$ cat src/rtl/mem_stage_pkg.sv
// mem_stage_pkg: shared widths, opcode/funct3 constants, FSM state type and
// the access-legality helper for the memory stage.
package mem_stage_pkg;

    localparam int unsigned DWIDTH        = 32;
    localparam int unsigned CPU_ADDR_BITS = 32;

    localparam logic [6:0] OPC_LOAD  = 7'b0000011;
    localparam logic [6:0] OPC_STORE = 7'b0100011;

    localparam logic [2:0] FNC_LB  = 3'b000;
    localparam logic [2:0] FNC_LH  = 3'b001;
    localparam logic [2:0] FNC_LW  = 3'b010;
    localparam logic [2:0] FNC_LBU = 3'b100;
    localparam logic [2:0] FNC_LHU = 3'b101;
    localparam logic [2:0] FNC_SB  = 3'b000;
    localparam logic [2:0] FNC_SH  = 3'b001;
    localparam logic [2:0] FNC_SW  = 3'b010;

    typedef enum logic [1:0] {
        MEM_IDLE = 2'd0,
        MEM_REQ  = 2'd1,
        MEM_WAIT = 2'd2
    } mem_state_e;

    // Legal size for the opcode class and naturally aligned address.
    function automatic logic access_legal(input logic       is_load,
                                          input logic [2:0] f3,
                                          input logic [1:0] addr_lo);
        logic ok;
        ok = 1'b0;
        if (is_load) begin
            case (f3)
                FNC_LB, FNC_LBU: ok = 1'b1;
                FNC_LH, FNC_LHU: ok = ~addr_lo[0];
                FNC_LW:          ok = (addr_lo == 2'b00);
                default:         ok = 1'b0;
            endcase
        end else begin
            case (f3)
                FNC_SB:  ok = 1'b1;
                FNC_SH:  ok = ~addr_lo[0];
                FNC_SW:  ok = (addr_lo == 2'b00);
                default: ok = 1'b0;
            endcase
        end
        return ok;
    endfunction

endpackage

$ cat src/rtl/mem_stage_if.sv
// mem_stage_if: valid/ready request channel plus read-response channel
// between the memory stage (master) and the data memory/cache (slave).
interface mem_stage_if;
    import mem_stage_pkg::*;

    logic                     dmem_req_valid;
    logic                     dmem_req_ready;
    logic [CPU_ADDR_BITS-1:0] dmem_req_addr;
    logic [3:0]               dmem_req_wmask;
    logic [DWIDTH-1:0]        dmem_req_wdata;
    logic                     dmem_resp_valid;
    logic [DWIDTH-1:0]        dmem_resp_rdata;

    modport master (
        output dmem_req_valid, dmem_req_addr, dmem_req_wmask, dmem_req_wdata,
        input  dmem_req_ready, dmem_resp_valid, dmem_resp_rdata
    );

    modport slave (
        input  dmem_req_valid, dmem_req_addr, dmem_req_wmask, dmem_req_wdata,
        output dmem_req_ready, dmem_resp_valid, dmem_resp_rdata
    );

endinterface

$ cat src/rtl/mem_stage_load_extend.sv
// load_extend: selects the byte/half/word addressed by a load from the
// returned memory word and sign- or zero-extends it.
//   i_funct3  : load size/signedness
//   i_addr_lo : byte offset within the word
//   i_rdata   : raw read word
//   o_data    : aligned, extended result
module load_extend
    import mem_stage_pkg::*;
(
    input  logic [2:0]        i_funct3,
    input  logic [1:0]        i_addr_lo,
    input  logic [DWIDTH-1:0] i_rdata,
    output logic [DWIDTH-1:0] o_data
);

    logic [7:0]  w_byte;
    logic [15:0] w_half;

    always_comb begin
        w_byte = '0;
        case (i_addr_lo)
            2'd0:    w_byte = i_rdata[7:0];
            2'd1:    w_byte = i_rdata[15:8];
            2'd2:    w_byte = i_rdata[23:16];
            default: w_byte = i_rdata[31:24];
        endcase
        w_half = i_addr_lo[1] ? i_rdata[31:16] : i_rdata[15:0];

        o_data = i_rdata;
        case (i_funct3)
            FNC_LB:  o_data = {{24{w_byte[7]}}, w_byte};
            FNC_LBU: o_data = {24'd0, w_byte};
            FNC_LH:  o_data = {{16{w_half[15]}}, w_half};
            FNC_LHU: o_data = {16'd0, w_half};
            default: o_data = i_rdata;
        endcase
    end

endmodule

$ cat src/rtl/mem_stage.sv
// mem_stage: accepts load/store ops from execute, issues one blocking data
// memory access at a time, and returns aligned load data to writeback.
//   clk, rst          : clock, async active-high reset
//   in_valid/in_ready : execute handshake (in_ready == IDLE)
//   opcode..rd        : operation fields from execute
//   dmem              : request/response channel to data memory
//   wb_valid/rd/data  : one-cycle load result to writeback
//   fault             : one-cycle pulse for a dropped illegal access
//   stall             : upstream stall while an access is outstanding
module mem_stage
    import mem_stage_pkg::*;
(
    input  logic                     clk,
    input  logic                     rst,
    input  logic                     in_valid,
    output logic                     in_ready,
    input  logic [6:0]               opcode,
    input  logic [2:0]               funct3,
    input  logic [CPU_ADDR_BITS-1:0] mem_addr,
    input  logic [DWIDTH-1:0]        mem_data,
    input  logic [4:0]               rd,
    mem_stage_if.master              dmem,
    output logic                     wb_valid,
    output logic [4:0]               wb_rd,
    output logic [DWIDTH-1:0]        wb_data,
    output logic                     fault,
    output logic                     stall
);

    mem_state_e r_state, w_next;

    logic                     r_is_load;
    logic [4:0]               r_rd;
    logic [2:0]               r_funct3;
    logic [1:0]               r_addr_lo;
    logic [CPU_ADDR_BITS-1:0] r_req_addr;
    logic [3:0]               r_req_wmask;
    logic [DWIDTH-1:0]        r_req_wdata;
    logic                     r_wb_valid;
    logic [4:0]               r_wb_rd;
    logic [DWIDTH-1:0]        r_wb_data;
    logic                     r_fault;

    logic              w_accept, w_is_load, w_is_store, w_mem_op, w_legal;
    logic              w_start, w_resp;
    logic [3:0]        w_wmask;
    logic [DWIDTH-1:0] w_wdata;
    logic [DWIDTH-1:0] w_ext;

    assign in_ready   = (r_state == MEM_IDLE);
    assign stall      = (r_state != MEM_IDLE);
    assign w_accept   = in_valid & in_ready;
    assign w_is_load  = (opcode == OPC_LOAD);
    assign w_is_store = (opcode == OPC_STORE);
    assign w_mem_op   = w_is_load | w_is_store;
    assign w_legal    = access_legal(w_is_load, funct3, mem_addr[1:0]);
    assign w_start    = w_accept & w_mem_op & w_legal;
    assign w_resp     = (r_state == MEM_WAIT) & dmem.dmem_resp_valid;

    // Store lane enables and lane-replicated data; loads send a zero mask.
    always_comb begin
        w_wmask = '0;
        w_wdata = '0;
        if (w_is_store) begin
            case (funct3)
                FNC_SB: begin
                    w_wmask = 4'b0001 << mem_addr[1:0];
                    w_wdata = {4{mem_data[7:0]}};
                end
                FNC_SH: begin
                    w_wmask = 4'b0011 << {mem_addr[1], 1'b0};
                    w_wdata = {2{mem_data[15:0]}};
                end
                FNC_SW: begin
                    w_wmask = 4'hF;
                    w_wdata = mem_data;
                end
                default: begin
                    w_wmask = '0;
                    w_wdata = '0;
                end
            endcase
        end
    end

    always_comb begin
        w_next = r_state;
        case (r_state)
            MEM_IDLE: if (w_start) w_next = MEM_REQ;
            MEM_REQ:  if (dmem.dmem_req_ready) w_next = r_is_load ? MEM_WAIT : MEM_IDLE;
            MEM_WAIT: if (dmem.dmem_resp_valid) w_next = MEM_IDLE;
            default:  w_next = MEM_IDLE;
        endcase
    end

    always_ff @(posedge clk or posedge rst) begin
        if (rst) r_state <= MEM_IDLE;
        else     r_state <= w_next;
    end

    always_ff @(posedge clk or posedge rst) begin
        if (rst) begin
            r_is_load   <= 1'b0;
            r_rd        <= '0;
            r_funct3    <= '0;
            r_addr_lo   <= '0;
            r_req_addr  <= '0;
            r_req_wmask <= '0;
            r_req_wdata <= '0;
            r_wb_valid  <= 1'b0;
            r_wb_rd     <= '0;
            r_wb_data   <= '0;
            r_fault     <= 1'b0;
        end else begin
            if (w_start) begin
                r_is_load   <= w_is_load;
                r_rd        <= rd;
                r_funct3    <= funct3;
                r_addr_lo   <= mem_addr[1:0];
                r_req_addr  <= {mem_addr[CPU_ADDR_BITS-1:2], 2'b00};
                r_req_wmask <= w_wmask;
                r_req_wdata <= w_wdata;
            end
            r_fault    <= w_accept & w_mem_op & ~w_legal;
            r_wb_valid <= w_resp;
            if (w_resp) begin
                r_wb_rd   <= r_rd;
                r_wb_data <= w_ext;
            end
        end
    end

    load_extend u_load_extend (
        .i_funct3  (r_funct3),
        .i_addr_lo (r_addr_lo),
        .i_rdata   (dmem.dmem_resp_rdata),
        .o_data    (w_ext)
    );

    assign dmem.dmem_req_valid = (r_state == MEM_REQ);
    assign dmem.dmem_req_addr  = r_req_addr;
    assign dmem.dmem_req_wmask = r_req_wmask;
    assign dmem.dmem_req_wdata = r_req_wdata;

    assign wb_valid = r_wb_valid;
    assign wb_rd    = r_wb_rd;
    assign wb_data  = r_wb_data;
    assign fault    = r_fault;

endmodule

$ cat src/flat_wrapper.sv
// flat-port wrapper written by rule: the top's interface ports become plain ports
module mem_stage_flat import mem_stage_pkg::*;
  (clk, rst, in_valid, in_ready, opcode, funct3, mem_addr, mem_data, rd, wb_valid, wb_rd, wb_data, fault, stall, dmem_dmem_req_valid, dmem_dmem_req_addr, dmem_dmem_req_wmask, dmem_dmem_req_wdata, dmem_dmem_req_ready, dmem_dmem_resp_valid, dmem_dmem_resp_rdata);
  mem_stage_if dmem_i ();
  input  logic clk;
  input  logic rst;
  input  logic in_valid;
  output logic in_ready;
  input  logic [6:0] opcode;
  input  logic [2:0] funct3;
  input  logic [CPU_ADDR_BITS-1:0] mem_addr;
  input  logic [DWIDTH-1:0] mem_data;
  input  logic [4:0] rd;
  output logic wb_valid;
  output logic [4:0] wb_rd;
  output logic [DWIDTH-1:0] wb_data;
  output logic fault;
  output logic stall;
  output wire logic [$bits(dmem_i.dmem_req_valid)-1:0] dmem_dmem_req_valid;
  output wire logic [$bits(dmem_i.dmem_req_addr)-1:0] dmem_dmem_req_addr;
  output wire logic [$bits(dmem_i.dmem_req_wmask)-1:0] dmem_dmem_req_wmask;
  output wire logic [$bits(dmem_i.dmem_req_wdata)-1:0] dmem_dmem_req_wdata;
  input wire logic [$bits(dmem_i.dmem_req_ready)-1:0] dmem_dmem_req_ready;
  input wire logic [$bits(dmem_i.dmem_resp_valid)-1:0] dmem_dmem_resp_valid;
  input wire logic [$bits(dmem_i.dmem_resp_rdata)-1:0] dmem_dmem_resp_rdata;
  assign dmem_dmem_req_valid = dmem_i.dmem_req_valid;
  assign dmem_dmem_req_addr = dmem_i.dmem_req_addr;
  assign dmem_dmem_req_wmask = dmem_i.dmem_req_wmask;
  assign dmem_dmem_req_wdata = dmem_i.dmem_req_wdata;
  assign dmem_i.dmem_req_ready = dmem_dmem_req_ready;
  assign dmem_i.dmem_resp_valid = dmem_dmem_resp_valid;
  assign dmem_i.dmem_resp_rdata = dmem_dmem_resp_rdata;
  mem_stage u_core (.clk(clk), .rst(rst), .in_valid(in_valid), .in_ready(in_ready), .opcode(opcode), .funct3(funct3), .mem_addr(mem_addr), .mem_data(mem_data), .rd(rd), .dmem(dmem_i), .wb_valid(wb_valid), .wb_rd(wb_rd), .wb_data(wb_data), .fault(fault), .stall(stall));
endmodule
$ cat config.mk
export PLATFORM = sky130hd
export DESIGN_NAME = mem_stage_flat
export DESIGN_NICKNAME = d
export VERILOG_FILES = /design/src/rtl/mem_stage_pkg.sv /design/src/rtl/mem_stage_if.sv /design/src/rtl/mem_stage_load_extend.sv /design/src/rtl/mem_stage.sv /design/src/flat_wrapper.sv
export SDC_FILE = /design/constraint.sdc
export NUM_CORES = 1
export LEC_CHECK = 0
export CAP_MARGIN = 20
export CORE_MARGIN = 5
export CORE_UTILIZATION = 47
export CTS_CLUSTER_DIAMETER = 120
export DETAILED_ROUTE_END_ITERATION = 10
export PLACE_DENSITY = 0.85
export REMOVE_ABC_BUFFERS = 1
export SLEW_MARGIN = 20
export SYNTH_ARGS = -nofsm -noshare
export SYNTH_HDL_FRONTEND = slang
export SYNTH_HIERARCHICAL = 1
export SYNTH_SLANG_ARGS = --single-unit
export TNS_END_PERCENT = 1
$ cat constraint.sdc
create_clock -name clk -period 7.9 [get_ports clk]
set_clock_uncertainty 0.2 [all_clocks]
set_input_delay 1.58 -clock clk [delete_from_list [all_inputs] [get_ports clk]]
set_output_delay 1.58 -clock clk [all_outputs]
set_load 0.02 [all_outputs]
==> results.py, run 1 <==
# Auto-generated metrics
metrics = {
    "run_status": {
        "outcome": "finished, final reports clean",
    },
    "logic_synthesis": {
        "muxShareOfSynthArea_pct": 14.1,
        "yosys-stat-cells": 614,
        "most_common_cell": "nand2_1",
        "ys_chip_area_um2": 5990,
        "top_area_share_pct": 49.3,
        "synth_flops": 118,
        "synth_top_flop_cell": "dfrtp_1",
        "syn-cell-area_um2": 5990,
        "ys_warn_count": 6,
        "xor_share_pct": 0,
        "ys_seq_share_pct": 49.3,
        "syn_inst": 614,
        "avgSynthCellArea_um2": 9.76,
        "largest_area_cell": "dfrtp_1",
        "ys_types": 40,
        "ys_sh_aoi_pct": 14.1,
        "ys_top_cells_by_count": "166 x nand2_1, 118 x dfrtp_1, 45 x nor2_1",
        "edf_count": 0,
    },
    "detailed_routing": {
        "ant_nets": 0,
        "avgViaCountPerCell": 5.48,
        "wl_met3_um": 1920,
        "highest_layer": "met4",
        "wl_met2_um": 9110,
        "drc": 0,
        "wl_met1_um": 6770,
        "first_pass_iters": 5,
        "drt_iter0_drc": 724,
    },
    "final_timing": {
        "rsz0062_at_grt": "false",
        "max_freq_mhz": 270,
        "period_minus_slack_ps": 3710,
        "report.final.slew_viol_count": 0,
        "worst_pin_slew_ps": 1060,
        "finalHoldViolCount": 0,
        "slew_headroom_pct": 29.4,
    },
    "pwr": {
        "power_switching_uw": 411,
        "p_clk_share_pct": 45.8,
        "power.internal_uw": 1280,
        "switching_share_pct": 24.3,
        "seqPwrFrac_pct": 38.2,
        "share_comb_of_total_power_pct": 16.0,
        "p_leak_uw": 0.00397,
        "powerDensity_nw_per_um2": 191,
        "max-vdd-ir-drop_mv": 0.146,
    },
    "grt": {
        "grt-busiest-layer": "met2",
        "met2_usage_pct": 40.4,
        "grt_pass1_vias": 5597,
        "use_met1_pct": 29.4,
        "grt-ovfl-total": 0,
        "grt_max_degree": 74,
        "grt_use_met3_pct": 7.64,
        "antenna_found_initial": 0,
    },
    "critical_path": {
        "path_buffers": 2,
        "r2r_start": "u_core/r_addr_lo[1]$_DFFE_PP0P_",
        "arrival_ps": 3820,
        "rrSetupSlack_ps": 5260,
        "r2r_cells": 5,
        "r2r-end": "u_core/wb_data[19]$_DFFE_PP0P_",
        "required_ps": 8010,
        "critical_path_class": "in -> reg",
        "crit_family": "simple AND/OR/NAND/NOR gates",
        "cp-start-kind": "primary input",
        "cp_cell_sequence": "clkdlybuf4s50_1 -> nor4_2 -> nand4_1 -> buf_4 -> o31ai_1",
        "endpoint_kind": "register",
        "crit_cells": 5,
        "cp_max_fo": 13,
        "slowest_delay_ps": 580,
        "crit_slowest_cell": "nand4_1",
    },
    "final_layout": {
        "clk_share_pct": 6.75,
        "logic_gates": 435,
        "lay_top_count": "clkdlybuf4s50_1",
        "buffer_area_share_pct": 26.0,
        "fin_nets": 933,
        "comb_share_pct": 30.9,
        "diodes": 0,
        "area_growth_pct": 47.8,
        "layout_top_cells": "223 x clkdlybuf4s50_1, 166 x nand2_1, 118 x dfrtp_1, 45 x nor2_1",
        "drive_gt1_share_pct": 11.6,
        "flops": 118,
        "logic_area_um2": 2740,
        "nNonClkInverters": 14,
        "seq_area_um2": 2950,
        "dominant_cells": "registers",
        "non_clock_buffer_count": 231,
        "instances_no_fill": 1001,
    },
    "placement": {
        "gp_congestion": 0.893,
        "numPortBuffers": 223,
        "hpwl_um": 13000,
        "dp_cells": 969,
    },
    "worst_hold_path": {
        "whs_path_depth": 2,
        "min_to": "u_core/wb_rd[0]$_DFFE_PP0P_",
        "worst_hold_startpoint": "u_core/r_rd[0]$_DFFE_PP0P_",
        "hold_path_class": "reg -> reg",
    },
    "clock_tree": {
        "htree_levels": 4,
        "numClockSinks": 118,
        "cts_setup_buffers": 0,
        "cts_hold_buffers": 0,
        "cts_tree": "built",
        "root_buffer": "clkbuf_16",
        "clock_path_buffers": 2,
        "cts_resized": 0,
        "cts_made_buffers": 17,
    },
    "die": {
        "placementRows": 41,
        "coreArea_um2": 12600,
        "chipArea_um2": 15100,
        "die_w_um": 123,
        "initial_core_util_pct": 47.7,
        "ios": 226,
    },
    "job": {
        "warning_count": 25,
        "cap_violations": 0,
    },
}
==> run 1: through the flow <==
step                setup slack (ps)  utilization, %  power (uW)  cell area (um^2)
floorplan                       2880               -         781              5730
global placement                3800            65.6         914              8240
finish                          4190            70.5        1690              8860
detailed placement              3730            65.6         924              8240
global route                    4020            70.5        1750              8860
CTS                             4160            70.3        1700              8840
==> run 1: power groups by stage <==
| stage | logic [uW] | clock network, uW | registers (uW) |
|---|---|---|---|
| final | 271 | 775 | 646 |
| after global routing | 291 | 816 | 649 |
| after CTS | 270 | 785 | 646 |
| after detailed placement | 268 | 0 | 656 |
| after global placement | 260 | 0 | 654 |
| after floorplan | 105 | 0 | 676 |
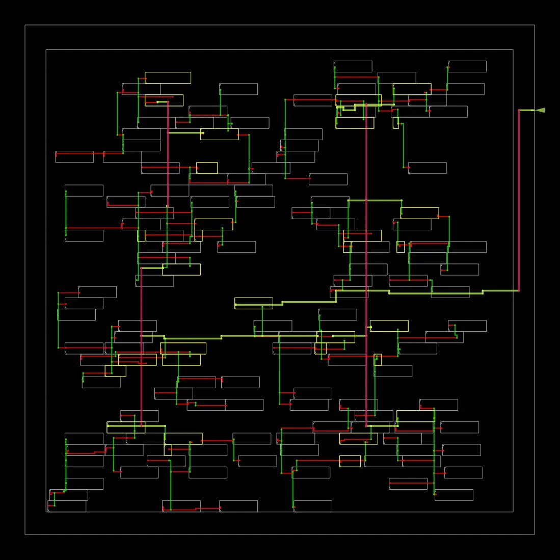
*The clock network, run 1*
clkbuf count: 21
clk latency late pin: 410 ps

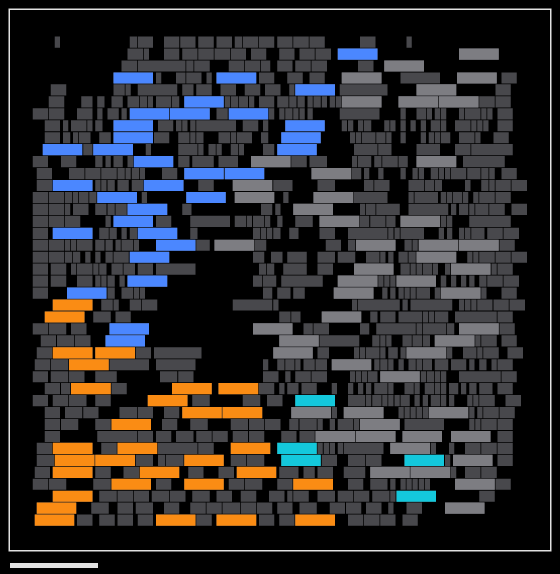
*Sequential cells coloured by netlist name, run 1*
Bar = 20 um. Other sequential cells in the stronger grey, the rest of the logic in the fainter grey.
- orange: u_core/dmem.dmem_req_addr (placed flops 30; where south-west)
- cyan: u_core/wb_rd (placed flops 5; where south)
- blue: u_core/dmem.dmem_req_wdata (placed flops 32)
- not coloured: 51

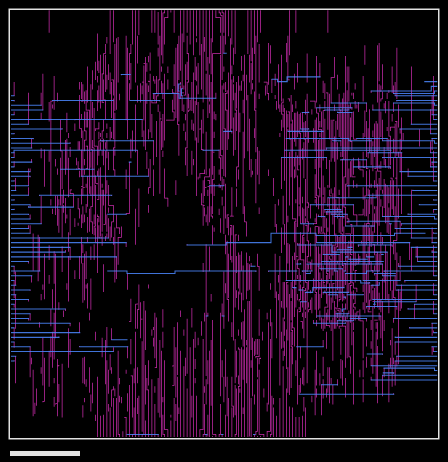
*Routed metal, one colour a layer, run 1*
Bar = 20 um. Two of the layers only.
- magenta: M2 (wire length 9110 um)
- blue: M3 (wire length 1920 um)
DR vias: 5484
total track usage: 24.4%
drt wl/cell: 18.3 um
total wire length: 18300 um

### Placed cells, one colour a class, run 1

Fill, decap, tap and diode cells in grey.
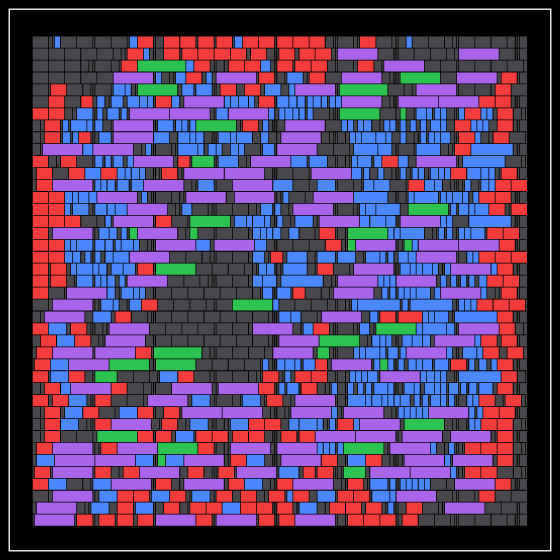

--- run 2 (diff from run 1) ---
--- a/config.mk
+++ b/config.mk
@@ -7,10 +7,10 @@
 export LEC_CHECK = 0
 export CAP_MARGIN = 20
 export CORE_MARGIN = 5
-export CORE_UTILIZATION = 47
+export CORE_UTILIZATION = 45
 export CTS_CLUSTER_DIAMETER = 120
 export DETAILED_ROUTE_END_ITERATION = 10
-export PLACE_DENSITY = 0.85
+export PLACE_DENSITY = 0.81
 export REMOVE_ABC_BUFFERS = 1
 export SLEW_MARGIN = 20
 export SYNTH_ARGS = -nofsm -noshare
==> constraint.sdc (replaced) <==
create_clock -name clk -period 3.6 [get_ports clk]
set_clock_uncertainty 0.2 [all_clocks]
set_input_delay 0.72 -clock clk [delete_from_list [all_inputs] [get_ports clk]]
set_output_delay 0.72 -clock clk [all_outputs]
set_load 0.02 [all_outputs]
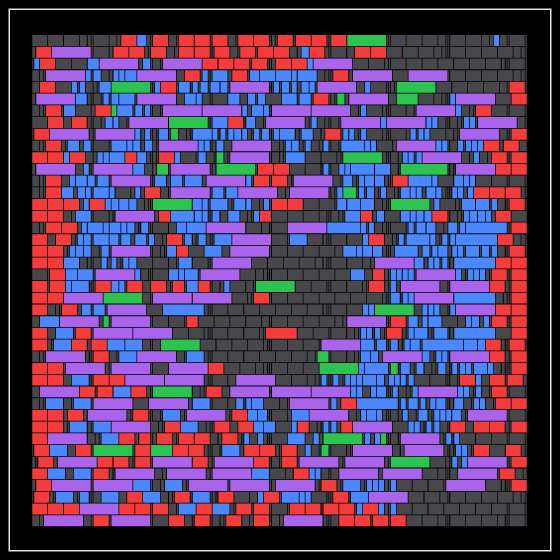
*Placed cells, one colour a class, run 2*
Fill, decap, tap and diode cells in grey.
- purple: registers (cells 118; share of their area 34%)
- blue: remaining logic cells (cells 449; share of their area 32%)
- red: remaining buffers and delay cells (cells 236; share of their area 27%)
- green: clock drivers and dummy loads (cells 31; share of their area 6.3%)

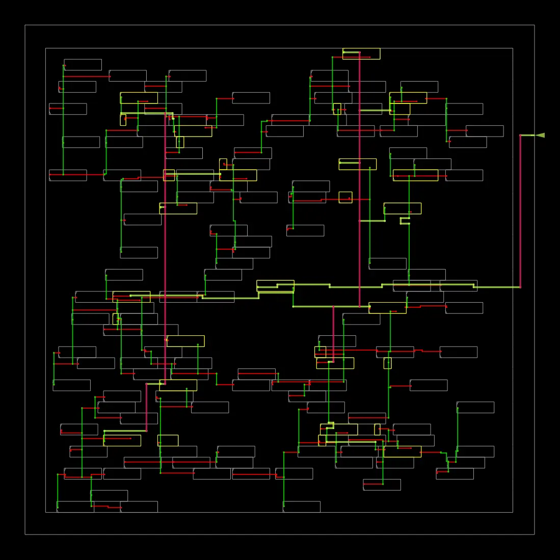
*The clock network, run 2*
cts bufs inserted: 17
clk pwr: 1550 uW
clkbuf count: 22

==> run 2 against run 1 <==
Compared with the run above:
- synthesized cell count unchanged
- via count up 0.80%
- design area decreased by 0.11%
- first-iteration DRC count down 15%
- register-to-register slack worse by 4100 ps
- critical endpoint is now u_core/r_addr_lo[0]$_DFFE_PP0P_
- largest power group unchanged
- highest routed layer unchanged
==> results.py, run 2 <==
# Auto-generated metrics
metrics = {
    "clock_tree": {
        "cts_tree": "built",
        "cts_hold_buffers": 0,
        "numClockSinks": 118,
        "clock_latency_ps": 410,
        "clk_pin_slew_ps": 50,
        "cts_setup_buffers": 0,
        "cts_resized": 0,
        "root_buffer": "clkbuf_16",
        "htree_levels": 4,
        "clock_path_buffers": 2,
    },
    "die": {
        "ios": 226,
        "die_w_um": 125,
        "coreArea_um2": 13100,
        "nWellTaps": 176,
        "initial_core_util_pct": 45.6,
        "chipArea_um2": 15700,
        "die_y_um": 125,
        "placementRows": 42,
    },
    "critical_path": {
        "endpoint_kind": "register",
        "r2r_start": "u_core/r_addr_lo[1]$_DFFE_PP0P_",
        "crit_slowest_cell": "buf_4",
        "r2r_cells": 6,
        "cp-endpoint": "u_core/r_addr_lo[0]$_DFFE_PP0P_",
        "r2r-end": "u_core/wb_data[8]$_DFFE_PP0P_",
        "crit_cells": 5,
        "cp-start-kind": "primary input",
        "cp-startpoint": "funct3[2]",
        "crit_family": "buffers and inverters",
        "required_ps": 3690,
        "critical_path_class": "in -> reg",
        "rrSetupSlack_ps": 1180,
        "cp_cell_sequence": "clkdlybuf4s50_1 -> a221oi_2 -> o2111ai_4 -> buf_4 -> mux2_2",
        "path_buffers": 2,
        "slowest_delay_ps": 750,
        "cp_max_fo": 95,
        "arrival_ps": 2880,
    },
    "logic_synthesis": {
        "ys_chip_area_um2": 5990,
        "syn-cell-area_um2": 5990,
        "muxShareOfSynthArea_pct": 14.1,
        "largest_area_cell": "dfrtp_1",
        "xor_share_pct": 0,
        "ys_top_cells_by_count": "166 x nand2_1, 118 x dfrtp_1, 45 x nor2_1",
        "syn_inst": 614,
        "ys_seq_share_pct": 49.3,
        "top_area_share_pct": 49.3,
        "synth_top_flop_cell": "dfrtp_1",
        "async_reset_ff_share_pct": 100,
        "most_common_cell": "nand2_1",
        "simple_gate_share_pct": 17.1,
        "ys_warn_count": 6,
        "avgSynthCellArea_um2": 9.76,
        "ys_sh_aoi_pct": 14.1,
        "synth_flops": 118,
        "ys_sh_adder_pct": 0,
        "yosys-stat-cells": 614,
        "ys_types": 40,
        "area_leaders": "dfrtp_1 49%, nand2_1 10%, mux2_2 7.5%, o31ai_1 3.4%, a21oi_1 3.3%",
        "edf_count": 0,
    },
    "placement": {
        "hpwl_um": 13100,
        "gp_congestion": 0.890,
        "numPortBuffers": 223,
        "dpl_cell_area_um2": 8300,
        "pre_cts_slack_ps": 413,
        "dp_cells": 979,
    },
    "final_timing": {
        "period_minus_slack_ps": 2790,
        "rsz0062_at_grt": "false",
        "hold_slack_ps": 261,
        "worst_pin_slew_ps": 926,
        "setup_viol": 0,
        "report.final.slew_viol_count": 0,
        "finalClockPeriodUsage_pct": 77.5,
        "finalHoldViolCount": 0,
        "max_freq_mhz": 358,
        "tns_ps": 0,
        "slew_headroom_pct": 38.2,
        "fin_ws_ps": 810,
    },
    "worst_hold_path": {
        "worst_hold_startpoint": "u_core/r_rd[0]$_DFFE_PP0P_",
        "hold_path_class": "reg -> reg",
        "whs_path_depth": 2,
        "min_to": "u_core/wb_rd[0]$_DFFE_PP0P_",
    },
    "pwr": {
        "power_uw": 3570,
        "p_leak_uw": 0.00397,
        "switching_share_pct": 25.4,
        "power.internal_uw": 2660,
        "share_comb_of_total_power_pct": 16.9,
        "power_switching_uw": 908,
        "seqPwrFrac_pct": 39.7,
        "max-vdd-ir-drop_mv": 0.286,
        "powerDensity_nw_per_um2": 403,
    },
    "detailed_routing": {
        "drc": 0,
        "drt_iter0_drc": 613,
        "routed_wl_um": 18200,
        "wl_per_cell_um": 18.0,
        "first_pass_iters": 5,
        "vias": 5528,
        "ant_nets": 0,
        "avgViaCountPerCell": 5.47,
    },
    "job": {
        "cap_violations": 0,
        "warning_count": 25,
    },
    "final_layout": {
        "clk_share_pct": 6.14,
        "lay_top_count": "clkdlybuf4s50_1",
        "buffer_area_share_pct": 26.5,
        "comb_share_pct": 30.9,
        "diodes": 0,
        "seq-cell-share_pct": 33.4,
        "logic_gates": 435,
        "instances_no_fill": 1010,
        "flops": 118,
        "fin_util_pct": 67.3,
        "final_area_um2": 8850,
        "layout_top_cells": "223 x clkdlybuf4s50_1, 166 x nand2_1, 118 x dfrtp_1, 45 x nor2_1",
        "non_clock_buffer_count": 236,
        "area_growth_pct": 47.7,
        "dominant_cells": "registers",
        "fin_nets": 938,
        "drive_gt1_share_pct": 11.8,
        "num-fill-cells": 1047,
        "seq_area_um2": 2950,
        "nNonClkInverters": 14,
        "logic_area_um2": 2730,
    },
    "grt": {
        "grt_max_degree": 96,
        "grt_pass1_wl_um": 28900,
        "grt_pass1_vias": 5743,
        "grt.total_usage_pct": 22.8,
        "antenna_found_initial": 0,
        "grt-ovfl-total": 0,
    },
    "run_status": {
        "outcome": "finished, final reports clean",
    },
}
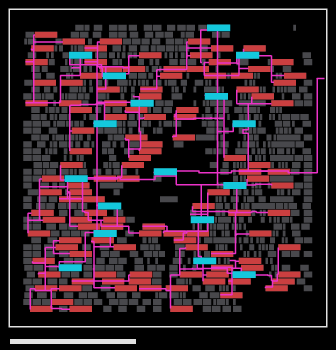
*Clock wires, drivers and flops, run 2*
Bar = 50 um.
- cyan: clock-net drivers (count 17)
- red: flip-flops (count 118)
- magenta: clock wires (length 1570 um)
- routed clock nets: 18
- flops lie: all over the die
Clock Power Share: 43.4%

==> run 2: power groups by stage <==
stage	logic, uW	registers, uW	clock network, uW
3_3_place_gp	582	1430	0
5_1_grt	645	1420	1640
6_report	602	1420	1550
4_1_cts	602	1420	1590
3_5_place_dp	599	1440	0
2_1_floorplan	232	1480	0
==> run 2: metal layers <==
| layer | part of all wire [%] | wire [um] | global-route usage [%] |
|---|---|---|---|
| met1 | 39 | 7090 | 27.4 |
| met2 | 48 | 8780 | 37.4 |
| met4 | 2.1 | 386 | 9.38 |
| met3 | 11 | 1920 | 8.14 |
| met5 | 0 | 0 | 0 |
==> run 2: tightest hold or removal path, delay by kind of cell, from the launching register on <==
| kind | cells | cell delay, ps |
|---|---|---|
| flops | 1 | 330 |
| simple gates | 2 | 100 |
### Sequential cells coloured by netlist name, run 2

Bar = 50 um. Other sequential cells in the stronger grey, the rest of the logic in the fainter grey.
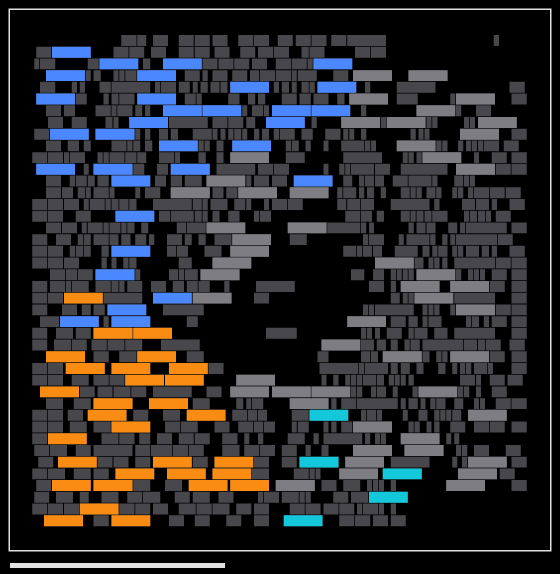

--- run 3 (diff from run 2) ---
==> constraint.sdc (replaced) <==
create_clock -name clk -period 2.85 [get_ports clk]
set_clock_uncertainty 0.2 [all_clocks]
set_input_delay 0.57 -clock clk [delete_from_list [all_inputs] [get_ports clk]]
set_output_delay 0.57 -clock clk [all_outputs]
set_load 0.02 [all_outputs]
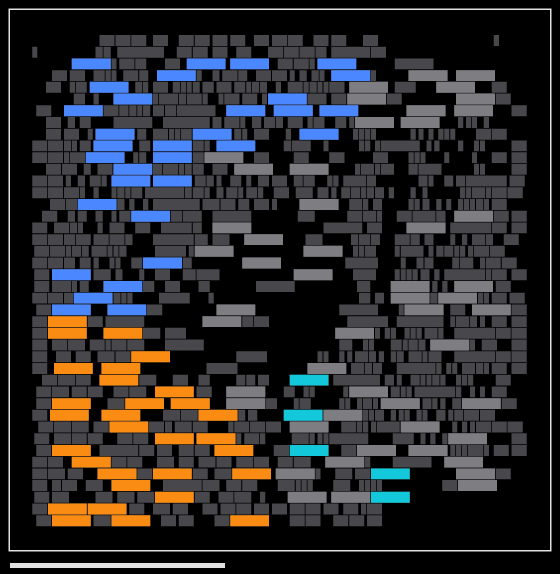
*Sequential cells coloured by netlist name, run 3*
Bar = 50 um. Other sequential cells in the stronger grey, the rest of the logic in the fainter grey.
- orange: u_core/dmem.dmem_req_addr (placed flops 30; where south-west)
- blue: u_core/dmem.dmem_req_wdata (placed flops 32)
- cyan: u_core/wb_rd (placed flops 5; where south)

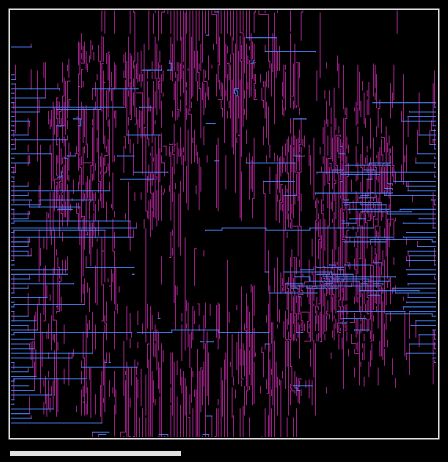
*Routed metal, one colour a layer, run 3*
Bar = 50 um. Two of the layers only.
- blue: M3 (wire length 1790 um)
- magenta: M2 (wire length 9150 um)

==> run 3 against run 2 <==
Compared with the run above:
- first-iteration DRC count rose by 11%
- register-to-register slack got worse by 690 ps
- synthesized cell count did not move
- count of clock-buffer cells in the layout fell by 1
- global-route usage rose by 0.65 points
- critical path type is now reg -> out
- critical endpoint is now dmem_dmem_req_valid
- highest routed layer unchanged
==> results.py, run 3 <==
# Auto-generated metrics
metrics = {
    "run_status": {
        "outcome": "finished, final reports clean",
    },
    "clock_tree": {
        "numClockSinks": 118,
        "cts_resized": 0,
        "cts_hold_buffers": 0,
        "clk_pin_slew_ps": 60,
        "cts_tree": "built",
        "clock_path_buffers": 2,
        "root_buffer": "clkbuf_16",
        "cts_made_buffers": 17,
        "cts_setup_buffers": 0,
        "htree_levels": 4,
    },
    "final_layout": {
        "layout_top_cells": "223 x clkdlybuf4s50_1, 166 x nand2_1, 118 x dfrtp_1, 45 x nor2_1",
        "buffer_area_share_pct": 27.1,
        "num-fill-cells": 986,
        "logic_area_um2": 2730,
        "lay_top_count": "clkdlybuf4s50_1",
        "clk_share_pct": 7.32,
        "final_area_um2": 9090,
        "area_growth_pct": 51.7,
        "fin_nets": 947,
        "non_clock_buffer_count": 245,
        "nNonClkInverters": 14,
        "dominant_cells": "registers",
        "seq_area_um2": 2950,
        "drive_gt1_share_pct": 13.0,
        "flops": 118,
        "instances_no_fill": 1020,
        "diodes": 0,
        "comb_share_pct": 30.1,
        "fin_util_pct": 69.2,
        "logic_gates": 435,
        "seq-cell-share_pct": 32.5,
        "num-clock-buffers": 21,
    },
    "placement": {
        "hpwl_um": 13100,
        "dpl_cell_area_um2": 8420,
        "pre_cts_slack_ps": 157,
        "numPortBuffers": 223,
        "gp_congestion": 0.885,
        "dp_cells": 988,
    },
    "final_timing": {
        "period_minus_slack_ps": 2470,
        "slew_headroom_pct": 45.2,
        "hold_slack_ps": 269,
        "max_freq_mhz": 406,
        "finalHoldViolCount": 0,
        "tns_ps": 0,
        "worst_pin_slew_ps": 822,
        "rsz0062_at_grt": "false",
        "fin_ws_ps": 385,
        "setup_viol": 0,
        "finalClockPeriodUsage_pct": 86.5,
        "report.final.slew_viol_count": 0,
    },
    "pwr": {
        "switching_share_pct": 24.3,
        "powerDensity_nw_per_um2": 547,
        "comb-power_uw": 774,
        "power.internal_uw": 3760,
        "max-vdd-ir-drop_mv": 0.368,
        "p_seq_uw": 1790,
        "p_clk_share_pct": 48.4,
        "p_leak_uw": 0.00409,
        "power_switching_uw": 1210,
        "power_uw": 4970,
        "power_leader": "the clock network",
        "p_clk_uw": 2410,
        "share_comb_of_total_power_pct": 15.6,
        "seqPwrFrac_pct": 36.0,
    },
    "logic_synthesis": {
        "avgSynthCellArea_um2": 9.76,
        "area_leaders": "dfrtp_1 49%, nand2_1 10%, mux2_2 7.5%, o31ai_1 3.4%, a21oi_1 3.3%",
        "ys_top_cells_by_count": "166 x nand2_1, 118 x dfrtp_1, 45 x nor2_1",
        "ys_types": 40,
        "async_reset_ff_share_pct": 100,
        "most_common_cell": "nand2_1",
        "yosys-stat-cells": 614,
        "ys_chip_area_um2": 5990,
        "top_area_share_pct": 49.3,
        "ys_seq_share_pct": 49.3,
        "edf_count": 0,
        "synth_flops": 118,
        "largest_area_cell": "dfrtp_1",
        "ys_warn_count": 6,
        "syn_inst": 614,
        "syn-cell-area_um2": 5990,
    },
    "critical_path": {
        "crit_cells": 3,
        "crit_slowest_cell": "clkdlybuf4s50_1",
        "required_ps": 2080,
        "crit_family": "buffers and inverters",
        "cp_cell_sequence": "nand2b_1 -> inv_1 -> clkdlybuf4s50_1",
        "cp-startpoint": "u_core/r_state[1]$_DFFE_PP0P_",
        "r2r_cells": 5,
        "cp-start-kind": "register",
        "endpoint_kind": "primary output",
        "r2r-end": "u_core/wb_data[10]$_DFFE_PP0P_",
        "rrSetupSlack_ps": 490,
        "r2r_start": "u_core/r_addr_lo[1]$_DFFE_PP0P_",
        "cp-endpoint": "dmem_dmem_req_valid",
        "arrival_ps": 1700,
        "path_buffers": 2,
    },
    "die": {
        "die_w_um": 125,
        "nWellTaps": 176,
        "initial_core_util_pct": 45.6,
        "chipArea_um2": 15700,
        "die_y_um": 125,
        "coreArea_um2": 13100,
        "ios": 226,
    },
    "detailed_routing": {
        "drt_iter0_drc": 680,
        "routed_wl_um": 18700,
        "drc": 0,
        "ant_nets": 0,
        "avgViaCountPerCell": 5.50,
        "first_pass_iters": 5,
        "vias": 5608,
        "wl_per_cell_um": 18.4,
    },
    "grt": {
        "grt_pass1_vias": 5754,
        "grt_max_degree": 66,
        "grt-ovfl-total": 0,
        "antenna_found_initial": 0,
        "grt_pass1_wl_um": 29800,
        "grt.total_usage_pct": 23.5,
    },
    "worst_hold_path": {
        "whs_path_depth": 2,
        "hold_path_class": "reg -> reg",
        "worst_hold_startpoint": "u_core/r_rd[2]$_DFFE_PP0P_",
    },
    "job": {
        "cap_violations": 0,
    },
}
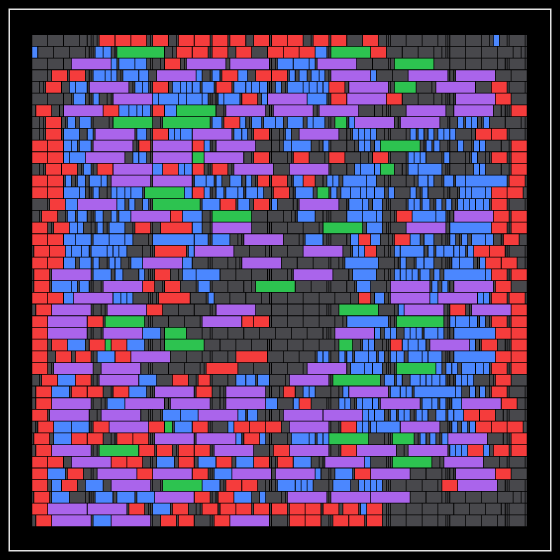
*Placed cells, one colour a class, run 3*
Fill, decap, tap and diode cells in grey.
- blue: remaining logic cells (cells 449; share of their area 31%)
- green: clock drivers and dummy loads (cells 32; share of their area 7.5%)
- red: remaining buffers and delay cells (cells 245; share of their area 28%)
- purple: registers (cells 118; share of their area 33%)

run 3: worst register-to-register path: cells and delay by family (launching register included):
family,cells,cell delay [ps]
AND-OR/OR-AND,2,450
flip-flops,1,880
AND/OR/NAND/NOR,3,770
run 3: layer usage:
| layer | track usage, % | vias up | part of all wire, % |
|---|---|---|---|
| li1 | - | 2546 | - |
| met1 | 28.4 | 2704 | 39 |
| met2 | 38.4 | 316 | 49 |
| met3 | 8.91 | 42 | 9.5 |
| met4 | 8.55 | 0 | 2.2 |
| met5 | 0 | - | 0 |
run 3: cell families after synthesis:
family,count (synthesis),synth area share (%)
and+or+nand+nor,245,17.1
AOI/OAI and AO/OA,121,14.1
DFF,118,49.3
muxes,67,14.1
buffers and inverters,62,5.35
other,1,0.0626
Power and IR drop assume default switching activity.
